<file path="src/rtl/leaf_adapter_pkg.sv">
// Shared types and width helpers for the leaf port adapter and its per-port packer/FIFO.
package leaf_adapter_pkg;

    typedef enum logic {
        ST_IDLE = 1'b0,
        ST_SEND = 1'b1
    } unpack_state_t;

    function automatic int user_bits(input int payload_bits, input int pack_ratio);
        return payload_bits * pack_ratio;
    endfunction

    // Index width for n positions; never below one bit so R=1 and tiny FIFOs stay legal.
    function automatic int idx_bits(input int n);
        return (n > 1) ? $clog2(n) : 1;
    endfunction

endpackage

</file>
<file path="src/rtl/leaf_pack_fifo.sv">
// Packs PACK_RATIO payload words (first word in LSBs) into one kernel word and queues it
// in a FIFO_DEPTH-entry FIFO that feeds the kernel's ap_vld/ap_ack input stream.
module leaf_pack_fifo
    import leaf_adapter_pkg::*;
#(
    parameter int PAYLOAD_BITS = 32,
    parameter int PACK_RATIO   = 2,
    parameter int FIFO_DEPTH   = 4,
    localparam int USER_BITS   = user_bits(PAYLOAD_BITS, PACK_RATIO)
) (
    input  logic                    clk_user,
    input  logic                    reset_n,
    input  logic                    i_live,
    input  logic [PAYLOAD_BITS-1:0] i_payload,
    input  logic                    i_vld,
    output logic                    o_ack,
    output logic [USER_BITS-1:0]    o_word,
    output logic                    o_word_vld,
    input  logic                    i_word_ack
);
    localparam int SW = idx_bits(PACK_RATIO);
    localparam int PW = idx_bits(FIFO_DEPTH);
    localparam int CW = PW + 1;

    logic [SW-1:0]        r_slot;
    logic [PW-1:0]        r_wr_ptr;
    logic [PW-1:0]        r_rd_ptr;
    logic [CW-1:0]        r_count;
    logic [USER_BITS-1:0] r_mem [FIFO_DEPTH];

    logic                 w_accept;
    logic                 w_last;
    logic                 w_push;
    logic                 w_pop;
    logic [USER_BITS-1:0] w_full_word;

    assign o_ack      = i_live && (r_count < CW'(FIFO_DEPTH));
    assign o_word_vld = (r_count != '0);
    assign o_word     = o_word_vld ? r_mem[r_rd_ptr] : '0;

    assign w_accept = i_vld && o_ack;
    assign w_last   = (r_slot == SW'(PACK_RATIO - 1));
    assign w_push   = w_accept && w_last;
    assign w_pop    = o_word_vld && i_word_ack;

    generate
        if (PACK_RATIO > 1) begin : g_pack
            // Only the first R-1 words need staging; the last one goes straight into the push.
            logic [(PACK_RATIO-1)*PAYLOAD_BITS-1:0] r_stage;

            always_ff @(posedge clk_user or negedge reset_n) begin
                if (!reset_n) begin
                    r_stage <= '0;
                end else if (w_accept) begin
                    for (int s = 0; s < PACK_RATIO - 1; s++) begin
                        if (r_slot == SW'(s)) begin
                            r_stage[s*PAYLOAD_BITS +: PAYLOAD_BITS] <= i_payload;
                        end
                    end
                end
            end

            assign w_full_word = {i_payload, r_stage};
        end else begin : g_direct
            assign w_full_word = i_payload;
        end
    endgenerate

    always_ff @(posedge clk_user or negedge reset_n) begin
        if (!reset_n) begin
            r_slot   <= '0;
            r_wr_ptr <= '0;
            r_rd_ptr <= '0;
            r_count  <= '0;
        end else begin
            if (w_accept) begin
                r_slot <= w_last ? '0 : r_slot + 1'b1;
            end
            if (w_push) begin
                r_wr_ptr <= r_wr_ptr + 1'b1;
            end
            if (w_pop) begin
                r_rd_ptr <= r_rd_ptr + 1'b1;
            end
            if (w_push && !w_pop) begin
                r_count <= r_count + 1'b1;
            end else if (w_pop && !w_push) begin
                r_count <= r_count - 1'b1;
            end
        end
    end

    // Storage is not reset; stale entries are hidden because the count gates the output.
    always_ff @(posedge clk_user) begin
        if (w_push) begin
            r_mem[r_wr_ptr] <= w_full_word;
        end
    end

endmodule

</file>
<file path="src/rtl/leaf_port_adapter.sv">
// Adapts N leaf_interface payload streams to kernel input words (pack + FIFO) and M kernel
// output words back to payload streams (unpack, LSB slice first), all on the user clock.
module leaf_port_adapter
    import leaf_adapter_pkg::*;
#(
    parameter int NUM_IN_PORTS  = 1,
    parameter int NUM_OUT_PORTS = 1,
    parameter int PAYLOAD_BITS  = 32,
    parameter int PACK_RATIO    = 2,
    parameter int FIFO_DEPTH    = 4,
    localparam int USER_BITS    = user_bits(PAYLOAD_BITS, PACK_RATIO)
) (
    input  logic                                clk_user,
    input  logic                                reset_n,
    input  logic [NUM_IN_PORTS*PAYLOAD_BITS-1:0] dout_leaf_interface2user,
    input  logic [NUM_IN_PORTS-1:0]             vld_interface2user,
    output logic [NUM_IN_PORTS-1:0]             ack_user2interface,
    output logic [NUM_IN_PORTS*USER_BITS-1:0]   Input_V_V,
    output logic [NUM_IN_PORTS-1:0]             Input_V_V_ap_vld,
    input  logic [NUM_IN_PORTS-1:0]             Input_V_V_ap_ack,
    input  logic [NUM_OUT_PORTS*USER_BITS-1:0]  Output_V_V,
    input  logic [NUM_OUT_PORTS-1:0]            Output_V_V_ap_vld,
    output logic [NUM_OUT_PORTS-1:0]            Output_V_V_ap_ack,
    output logic [NUM_OUT_PORTS*PAYLOAD_BITS-1:0] din_leaf_user2interface,
    output logic [NUM_OUT_PORTS-1:0]            vld_user2interface,
    input  logic [NUM_OUT_PORTS-1:0]            ack_interface2user
);
    localparam int IW = idx_bits(PACK_RATIO);

    // Keeps every ack low until the first clock after reset release.
    logic r_live;

    always_ff @(posedge clk_user or negedge reset_n) begin
        if (!reset_n) begin
            r_live <= 1'b0;
        end else begin
            r_live <= 1'b1;
        end
    end

    genvar gi;

    for (gi = 0; gi < NUM_IN_PORTS; gi++) begin : g_in
        leaf_pack_fifo #(
            .PAYLOAD_BITS (PAYLOAD_BITS),
            .PACK_RATIO   (PACK_RATIO),
            .FIFO_DEPTH   (FIFO_DEPTH)
        ) u_pack_fifo (
            .clk_user   (clk_user),
            .reset_n    (reset_n),
            .i_live     (r_live),
            .i_payload  (dout_leaf_interface2user[gi*PAYLOAD_BITS +: PAYLOAD_BITS]),
            .i_vld      (vld_interface2user[gi]),
            .o_ack      (ack_user2interface[gi]),
            .o_word     (Input_V_V[gi*USER_BITS +: USER_BITS]),
            .o_word_vld (Input_V_V_ap_vld[gi]),
            .i_word_ack (Input_V_V_ap_ack[gi])
        );
    end

    for (gi = 0; gi < NUM_OUT_PORTS; gi++) begin : g_out
        unpack_state_t             r_state;
        unpack_state_t             w_state_next;
        logic [IW-1:0]             r_idx;
        logic [IW-1:0]             w_idx_next;
        logic [USER_BITS-1:0]      r_hold;
        logic [USER_BITS-1:0]      w_hold_next;
        logic                      w_vld;
        logic                      w_kack;
        logic                      w_last;
        logic [PAYLOAD_BITS-1:0]   w_din;

        always_ff @(posedge clk_user or negedge reset_n) begin
            if (!reset_n) begin
                r_state <= ST_IDLE;
                r_idx   <= '0;
                r_hold  <= '0;
            end else begin
                r_state <= w_state_next;
                r_idx   <= w_idx_next;
                r_hold  <= w_hold_next;
            end
        end

        always_comb begin
            w_state_next = r_state;
            w_idx_next   = r_idx;
            w_hold_next  = r_hold;
            w_vld        = 1'b0;
            w_kack       = 1'b0;
            w_din        = '0;
            w_last       = (r_idx == IW'(PACK_RATIO - 1));
            case (r_state)
                ST_IDLE: begin
                    w_kack = r_live;
                    if (r_live && Output_V_V_ap_vld[gi]) begin
                        w_hold_next  = Output_V_V[gi*USER_BITS +: USER_BITS];
                        w_idx_next   = '0;
                        w_state_next = ST_SEND;
                    end
                end
                ST_SEND: begin
                    w_vld = 1'b1;
                    for (int s = 0; s < PACK_RATIO; s++) begin
                        if (r_idx == IW'(s)) begin
                            w_din = r_hold[s*PAYLOAD_BITS +: PAYLOAD_BITS];
                        end
                    end
                    if (ack_interface2user[gi]) begin
                        if (w_last) begin
                            // Taking the next kernel word on the last slice keeps one slice per cycle.
                            w_kack     = 1'b1;
                            w_idx_next = '0;
                            if (Output_V_V_ap_vld[gi]) begin
                                w_hold_next = Output_V_V[gi*USER_BITS +: USER_BITS];
                            end else begin
                                w_state_next = ST_IDLE;
                            end
                        end else begin
                            w_idx_next = r_idx + 1'b1;
                        end
                    end
                end
                default: begin
                    w_state_next = ST_IDLE;
                end
            endcase
        end

        assign vld_user2interface[gi]                                      = w_vld;
        assign Output_V_V_ap_ack[gi]                                       = w_kack;
        assign din_leaf_user2interface[gi*PAYLOAD_BITS +: PAYLOAD_BITS] = w_din;
    end

endmodule

</file>
<file path="config.mk">
export PLATFORM = sky130hd
export DESIGN_NAME = leaf_port_adapter
export DESIGN_NICKNAME = d
export VERILOG_FILES = /design/src/rtl/leaf_adapter_pkg.sv /design/src/rtl/leaf_pack_fifo.sv /design/src/rtl/leaf_port_adapter.sv
export SDC_FILE = /design/constraint.sdc
export NUM_CORES = 1
export LEC_CHECK = 0
export CORE_MARGIN = 4
export CORE_UTILIZATION = 55
export DETAILED_ROUTE_END_ITERATION = 8
export GPL_ROUTABILITY_DRIVEN = 0
export PLACE_DENSITY_LB_ADDON = 0.25
export SETUP_SLACK_MARGIN = 0.3
export SYNTH_ARGS = -nofsm -noshare
export SYNTH_HDL_FRONTEND = slang
export SYNTH_SLANG_ARGS = --single-unit
</file>
<file path="constraint.sdc">
create_clock -name clk_user -period 6.2 [get_ports clk_user]
set_input_delay 0.62 -clock clk_user [delete_from_list [all_inputs] [get_ports clk_user]]
set_output_delay 0.62 -clock clk_user [all_outputs]
set_load 0.01 [all_outputs]
</file>
==> run_1/met1.png <==
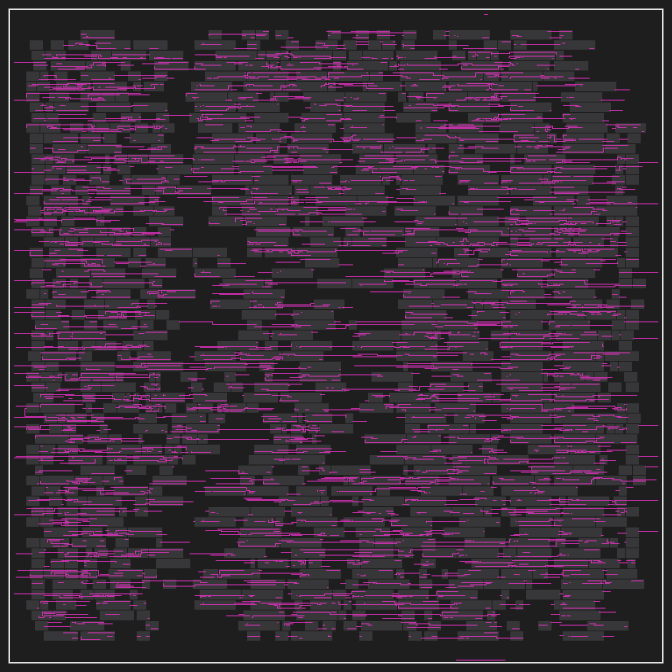
share of all routed wire: 43%
longest straight run: 38.6 um
nets with wire on the layer: 925
main direction: horizontal
wire length on this layer: 11800 um

==> run_1/met2.png <==
Scale bar: 50 um.
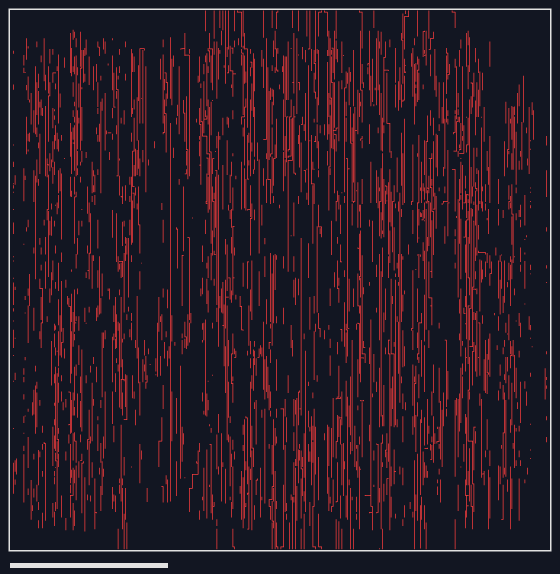
share of all routed wire: 48%
main direction: vertical

==> run_1/met3.png <==
Scale bar: 50 um.
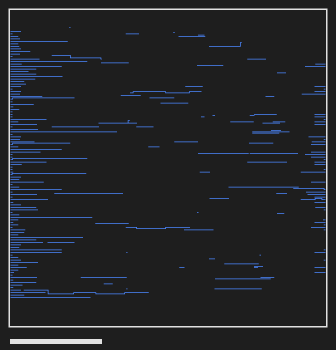
nets with wire on the layer: 178
wire length on this layer: 2250 um
main direction: horizontal

==> run_1/final_clocks.png <==
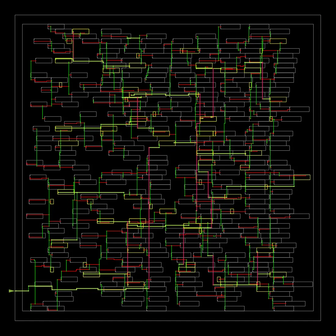
count of clock-net buffers in the final layout: 56
Sink Count: 363
worst clock skew on the final layout: 13.83 ps
Seq cells: 363

==> Changelog: implementation, run 1 <==
## Implementation

* Maximum operating frequency at 0.2573 GHz
* Number of unique standard cell types used by synthesis at 29
* Tool Warnings at 29
* Horizontal die dimension at 171.0 um
* Area fraction in compound gates after synthesis at 0.1369%
* Clock slew at the register clock pins of the worst setup and hold paths at 60 ps
* Crit path required time at 5580 ps
* Power share of the sequential group at 42.5%
* Smallest hold slack at 159.6 ps
* Largest non-sequential cell family by area: multiplexers
* Highest net fanout along the worst path at 47
* First-pass GRT wire length at 43740 um
* Data arrival at the endpoint of the critical path at 3270 ps
* Clock network latency to the later pin of the worst-skew pair at 520 ps
* Share of total power in combinational logic at 33.0%
* Router iterations before antenna repair at 4
* Metal2 WL at 13180 um
* Uppermost routed layer: met4
* Yosys cell count at 734
* Worst R2R End: g_out[0].r_hold[40]
* Area growth, synth to finish at 23.38%
* Most numerous cell in the Yosys netlist: sky130_fd_sc_hd__edfxtp_1
* Starting DRT DRC Count at 464
* Power in sequential cells at 3.74 mW
* Yosys Warn Count at 0
* Static leakage at 6.620 nW
* Reg2Reg Depth at 4
* Launching instance or port of the critical path: g_in[0].u_pack_fifo.r_rd_ptr[0]
* Biggest consumer: registers
* Proportion of power drawn by the clock network at 24.5%
* Routed len/inst at 21.19 um
* DP HPWL at 16040 um
* Critical Path Source Type: flip-flop
* Count of port buffers added during placement at 201
* Clock network power at 2.15 mW
* Cell count after synthesis at 734
* Outcome: completed
* Number of pins with negative max-slew slack in the final report at 0
* Mux frac, synth at 21.14%
* Adder and majority cell fraction of the synthesized area at 0.5648%
* Relative slew slack at 25.97%
* Number of maximum-capacitance violations at 0
* Final WS setup at 2314 ps
* Post-detailed-route via-to-cell ratio at 5.490
* Die span in y at 171.0 um
* Unrepaired setup endpoints after global routing: false
* Total Die Area at 0.02926 mm^2
* Cell-internal power at 6.348 mW
* Maximum number of pins on one net before global-route repair at 68
* Synthesis-stage register bit count at 363
* Net switching fraction of the power at 27.86%
* Number of top-level pins at 202
* Final Hold Violation Tally at 0
* Root cell of the clock tree: sky130_fd_sc_hd__clkbuf_16
* Number of global-route vias before repair at 7823
* Placeable core area at 0.02613 mm^2
* Top area cell types: sky130_fd_sc_hd__edfxtp_1 (53%), sky130_fd_sc_hd__dfrtp_1 (18%), sky130_fd_sc_hd__mux4_2 (9.9%), sky130_fd_sc_hd__mux2_4 (6.2%), sky130_fd_sc_hd__and2_1 (2.9%)
* Instance area at placement at 0.01684 mm^2
* Share of post-route cells with drive strength above 1 at 22.42%
* Post-layout net count at 1047
* Initial antenna violation count at 0
* Antenna diodes at 0
* Overall track demand over capacity in global routing at 19.35%
* WL met3 at 2248 um
* Top cell excl fill/tap: sky130_fd_sc_hd__edfxtp_1
* Post-CTS Setup Repair Bufs at 0
* Via count at 7153
* Total negative slack at 0 ps
* Post-synth ARST share at 29.48%
* Most numerous cell types in the synthesized netlist: sky130_fd_sc_hd__edfxtp_1 (256), sky130_fd_sc_hd__dfrtp_1 (107), sky130_fd_sc_hd__and2_1 (68), sky130_fd_sc_hd__mux4_2 (64), sky130_fd_sc_hd__mux2_4 (60)
* Number of buffers between clock root and the deepest sink at 3
* Placed cell count at 1234
* Share of the core filled with cells in the final layout at 69.03%
* Share of synthesized area occupied by flip-flops and latches at 70.89%
* Syn Nets at 842
* Number of setup violations in the final report at 0
* Post-synthesis xor/xnor area fraction at 0.4792%
* Chip area in the Yosys report at 0.01462 mm^2
* Power dissipated in combinational cells at 2.91 mW
* H-tree level count at 2
* Clock tree from TritonCTS: built
* Effective utilization at floorplan at 55.95%
* Hold-fix buffer count after cts at 0
* Setup slack, reg-to-reg at 3170 ps
* Post-Synthesis Mean Instance Area at 19.92 um^2
* Non-filler instance count after layout at 1303
* Post-layout min period at 3886 ps
-- run 1: sequential cells by signal, indices dropped and copies added, names as in the netlist --
name and cells:
g_in.u_pack_fifo.r_slot 1, g_in.u_pack_fifo.r_count 3, r_live 1, g_in.u_pack_fifo.r_mem 256
g_in.u_pack_fifo.r_rd_ptr 2, g_in.u_pack_fifo.g_pack.r_stage 32, g_out.r_hold 64, g_in.u_pack_fifo.r_wr_ptr 2
g_out.r_idx 1, g_out.r_state 1
-- run 1: cell type report --
type                            instances  area, um^2
Clock buffer                           56        1102
Multi-Input combinational cell        328        4001
Inverter                                3       11.26
Tap cell                              335       419.2
Timing Repair Buffer                  205        2039
Sequential cell                       363       10370
Fill cell                            1747        8093
Clock inverter                         13       92.59
-- run 1: critical path, stage by stage (launching register included) --
cell and delay [ps]:
sky130_fd_sc_hd__dfrtp_4 1050, sky130_fd_sc_hd__buf_4 490, sky130_fd_sc_hd__mux4_2 560, sky130_fd_sc_hd__and2_1 160, sky130_fd_sc_hd__clkdlybuf4s50_1 470
-- run 1: metal layers --
metal | GRT usage (%) | vias to the layer above
li1 | - | 3209
met1 | 26.39 | 3656
met2 | 31.05 | 256
met3 | 6.377 | 32
met4 | 4.237 | 0
met5 | 0 | -
-- run 1: how the worst max path moves through the flow --
| stage | to | slack (ps) | depth (start not counted) |
|---|---|---|---|
| after floorplan | g_in[0].u_pack_fifo.r_mem[0][0] | 3260 | 4 |
| after global placement | Input_V_V[0] | 2750 | 4 |
| after detailed placement | Input_V_V[21] | 2720 | 4 |
| after CTS | Input_V_V[35] | 2180 | 4 |
| after global routing | Input_V_V[47] | 2030 | 4 |
| final | Input_V_V[21] | 2310 | 4 |
==> run 1 -> run 2 <==
==> constraint.sdc (replaced) <==
create_clock -name clk_user -period 4 [get_ports clk_user]
set_input_delay 0.4 -clock clk_user [delete_from_list [all_inputs] [get_ports clk_user]]
set_output_delay 0.4 -clock clk_user [all_outputs]
set_load 0.01 [all_outputs]
==> run_2/met1.png <==
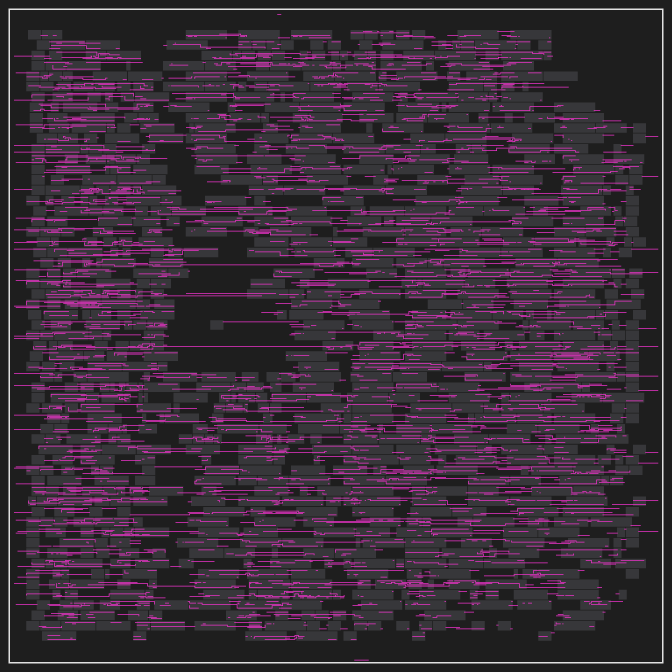
grt met1 use: 28.95%
aggregate routed wire length: 28300 um
via count: 7182

==> run 2 against run 1 <==
Net effect:
- combinational power up 62%
- count of clock-buffer cells in the layout is 10 lower
- highest routed layer is now met5
- non-clock buffer count grew 8
- power rose by 55%
- sequential cell count unchanged
- first-iteration DRC count rose by 6.9%
- die area did not move
- utilization up 0.14 points
- register-to-register slack worse by 1900 ps
- cell count rose by 0.38%
- synthesized area stayed put
- global-route usage is 0.67 points higher
==> Changelog: implementation, run 2 <==
## Implementation

* Horizontal die dimension at 171.0 um (unchanged)
* Number of top-level pins at 202 (unchanged)
* Effective utilization at floorplan at 55.95% (unchanged)
* Chip area in the Yosys report at 0.01462 mm^2 (unchanged)
* Share of the core filled with cells in the final layout at 69.17% (+0.14 points)
* Top Registers: g_in.u_pack_fifo.r_mem: 256 flops, g_out.r_hold: 64 flops, g_in.u_pack_fifo.g_pack.r_stage: 32 flops
* Post-layout min period at 3193 ps
* Count of port buffers added during placement at 201 (unchanged)
* Remaining DRCs at 0
* Mux frac, synth at 21.14% (unchanged)
* Cell-internal power at 9.816 mW (+55%)
* Static leakage at 6.649 nW (+0.43%)
* Total Die Area at 0.02926 mm^2 (unchanged)
* Cell count after synthesis at 734 (unchanged)
* Share of total power in combinational logic at 34.6% (+1.6 points)
* Post-synthesis xor/xnor area fraction at 0.4792% (unchanged)
* Top area cell types: sky130_fd_sc_hd__edfxtp_1 (53%), sky130_fd_sc_hd__dfrtp_1 (18%), sky130_fd_sc_hd__mux4_2 (9.9%), sky130_fd_sc_hd__mux2_4 (6.2%), sky130_fd_sc_hd__and2_1 (2.9%)
* Number of setup violations in the final report at 0 (unchanged)
* Top cell excl fill/tap: sky130_fd_sc_hd__edfxtp_1
* Clock slew at the register clock pins of the worst setup and hold paths at 60 ps (about the same)
* Sink Count at 363 (unchanged)
* Initial antenna violation count at 2 (+2)
* Maximum operating frequency at 0.3132 GHz
* Most numerous cell in the Yosys netlist: sky130_fd_sc_hd__edfxtp_1
* Post-layout net count at 1054 (+0.67%)
* Instance area at placement at 0.01692 mm^2 (+0.46%)
* Unrepaired setup endpoints after global routing: false
* Number of flip-flops under the largest register name at 256 (unchanged)
* Crit path required time at 3600 ps (-1980 ps)
* Starting DRT DRC Count at 496 (+6.9%)
* Final WS setup at 807.1 ps (-1507 ps)
* Power share of the sequential group at 41.5% (-1.0 points)
* Share of post-route cells with drive strength above 1 at 22.82% (+0.40 points)
* H-tree level count at 2 (unchanged)
* Highest net fanout along the worst path at 35 (-26%)
* Net switching fraction of the power at 28.07% (+0.21 points)
* Yosys cell count at 734 (unchanged)
* Die span in y at 171.0 um (unchanged)
* Placeable core area at 0.02613 mm^2 (unchanged)
* Number of global-route vias before repair at 7894 (+0.91%)
* Largest non-sequential cell family by area: multiplexers
* Adder and majority cell fraction of the synthesized area at 0.5648% (unchanged)
* Final Hold Violation Tally at 0 (unchanged)
* Clock tree from TritonCTS: built
* Most numerous cell types in the synthesized netlist: sky130_fd_sc_hd__edfxtp_1 (256), sky130_fd_sc_hd__dfrtp_1 (107), sky130_fd_sc_hd__and2_1 (68), sky130_fd_sc_hd__mux4_2 (64), sky130_fd_sc_hd__mux2_4 (60)
* Antenna diodes at 0 (unchanged)
* Smallest hold slack at 499.1 ps (+339.5 ps)
* DP HPWL at 17180 um (+7.1%)
* Number of maximum-capacitance violations at 0 (unchanged)
* Worst clock skew on the final layout at 13.78 ps (-0.04830 ps)
* Number of buffers between clock root and the deepest sink at 3 (unchanged)
* Syn Nets at 842 (unchanged)
* Number of pins with negative max-slew slack in the final report at 0 (unchanged)
* Total negative slack at 0 ps (unchanged)
* Post-Synthesis Mean Instance Area at 19.92 um^2 (unchanged)
* Data arrival at the endpoint of the critical path at 2790 ps (-480 ps)
* Root cell of the clock tree: sky130_fd_sc_hd__clkbuf_16
* Routed len/inst at 21.64 um (+2.1%)
* Relative slew slack at 32.51% (+6.5 points)
* Yosys Warn Count at 0 (unchanged)
* Critical Path Source Type: flip-flop
* Footprint of the flip-flops and latches at 0.01037 mm^2 (unchanged)
* Post-detailed-route via-to-cell ratio at 5.491 (about the same)
* Router iterations before antenna repair at 5 (+1)
* Tool Warnings at 29 (unchanged)
* Post-synth ARST share at 29.48% (unchanged)
* Area fraction in compound gates after synthesis at 0.1369% (unchanged)
* Top register by number of flip-flops: g_in.u_pack_fifo.r_mem
* Proportion of power drawn by the clock network at 23.9% (-0.6 points)
* Area growth, synth to finish at 23.63%
* Synthesis-stage register bit count at 363 (unchanged)
* Clock network latency to the later pin of the worst-skew pair at 510 ps (about the same)
* Outcome: completed
* Maximum number of pins on one net before global-route repair at 66 (-2.9%)
* Share of synthesized area occupied by flip-flops and latches at 70.89% (unchanged)
[run 2: power groups by stage]
stage	sequential (mW)	combinational, mW	clock, mW
final	5.66	4.72	3.27
after global routing	5.78	5.10	3.51
after CTS	5.68	4.80	3.33
after detailed placement	5.73	4.77	0
after global placement	5.70	4.71	0
after floorplan	5.30	3.06	0
[run 2: cell type report]
cell class | count | share of cell area (%)
flip-flops and latches | 363 | 57.39
clock buffers | 46 | 5.364
clock inverters | 20 | 0.9621
multi-input cells | 328 | 22.14
repair buffers | 213 | 11.77
inverters | 3 | 0.06230
well taps | 335 | 2.319
[run 2: repair_timing]
item	CTS	global route
hold endpoints to repair	11	0
hold buffers	1	0
setup buffers	0	0
[run 2: path summary, 6_finish.rpt]
path,slack (ps),depth (start not counted),end,startpoint
max in group asynchronous,2560,3,g_out[0].r_hold[40],reset_n
min in group asynchronous,520,2,g_out[0].r_hold[7],reset_n
worst min-delay path,500,2,g_out[0].r_hold[58],Output_V_V[58]
worst max-delay path,810,4,Input_V_V[13],g_in[0].u_pack_fifo.r_rd_ptr[0]
worst min register to register,510,1,g_out[0].r_hold[63],g_out[0].r_hold[63]
worst max register to register,1300,8,g_in[0].u_pack_fifo.r_count[2],g_in[0].u_pack_fifo.r_count[0]
[run 2: worst max-delay path, cell delays in order (launching register included)]
cell	delay, ps
sky130_fd_sc_hd__dfrtp_4	660
sky130_fd_sc_hd__buf_12	340
sky130_fd_sc_hd__mux4_2	570
sky130_fd_sc_hd__and2_1	200
sky130_fd_sc_hd__clkdlybuf4s50_1	490
[run 2: layer usage]
layer  up-vias  track usage (%)  wire (um)
met5         -                0         28
met4         4            4.926        460
met3        39            5.337       2009
met2       241            31.05      13460
met1      3671            28.95      12350
li1       3227                -          -
Power is estimated from default activity; no workload was simulated.
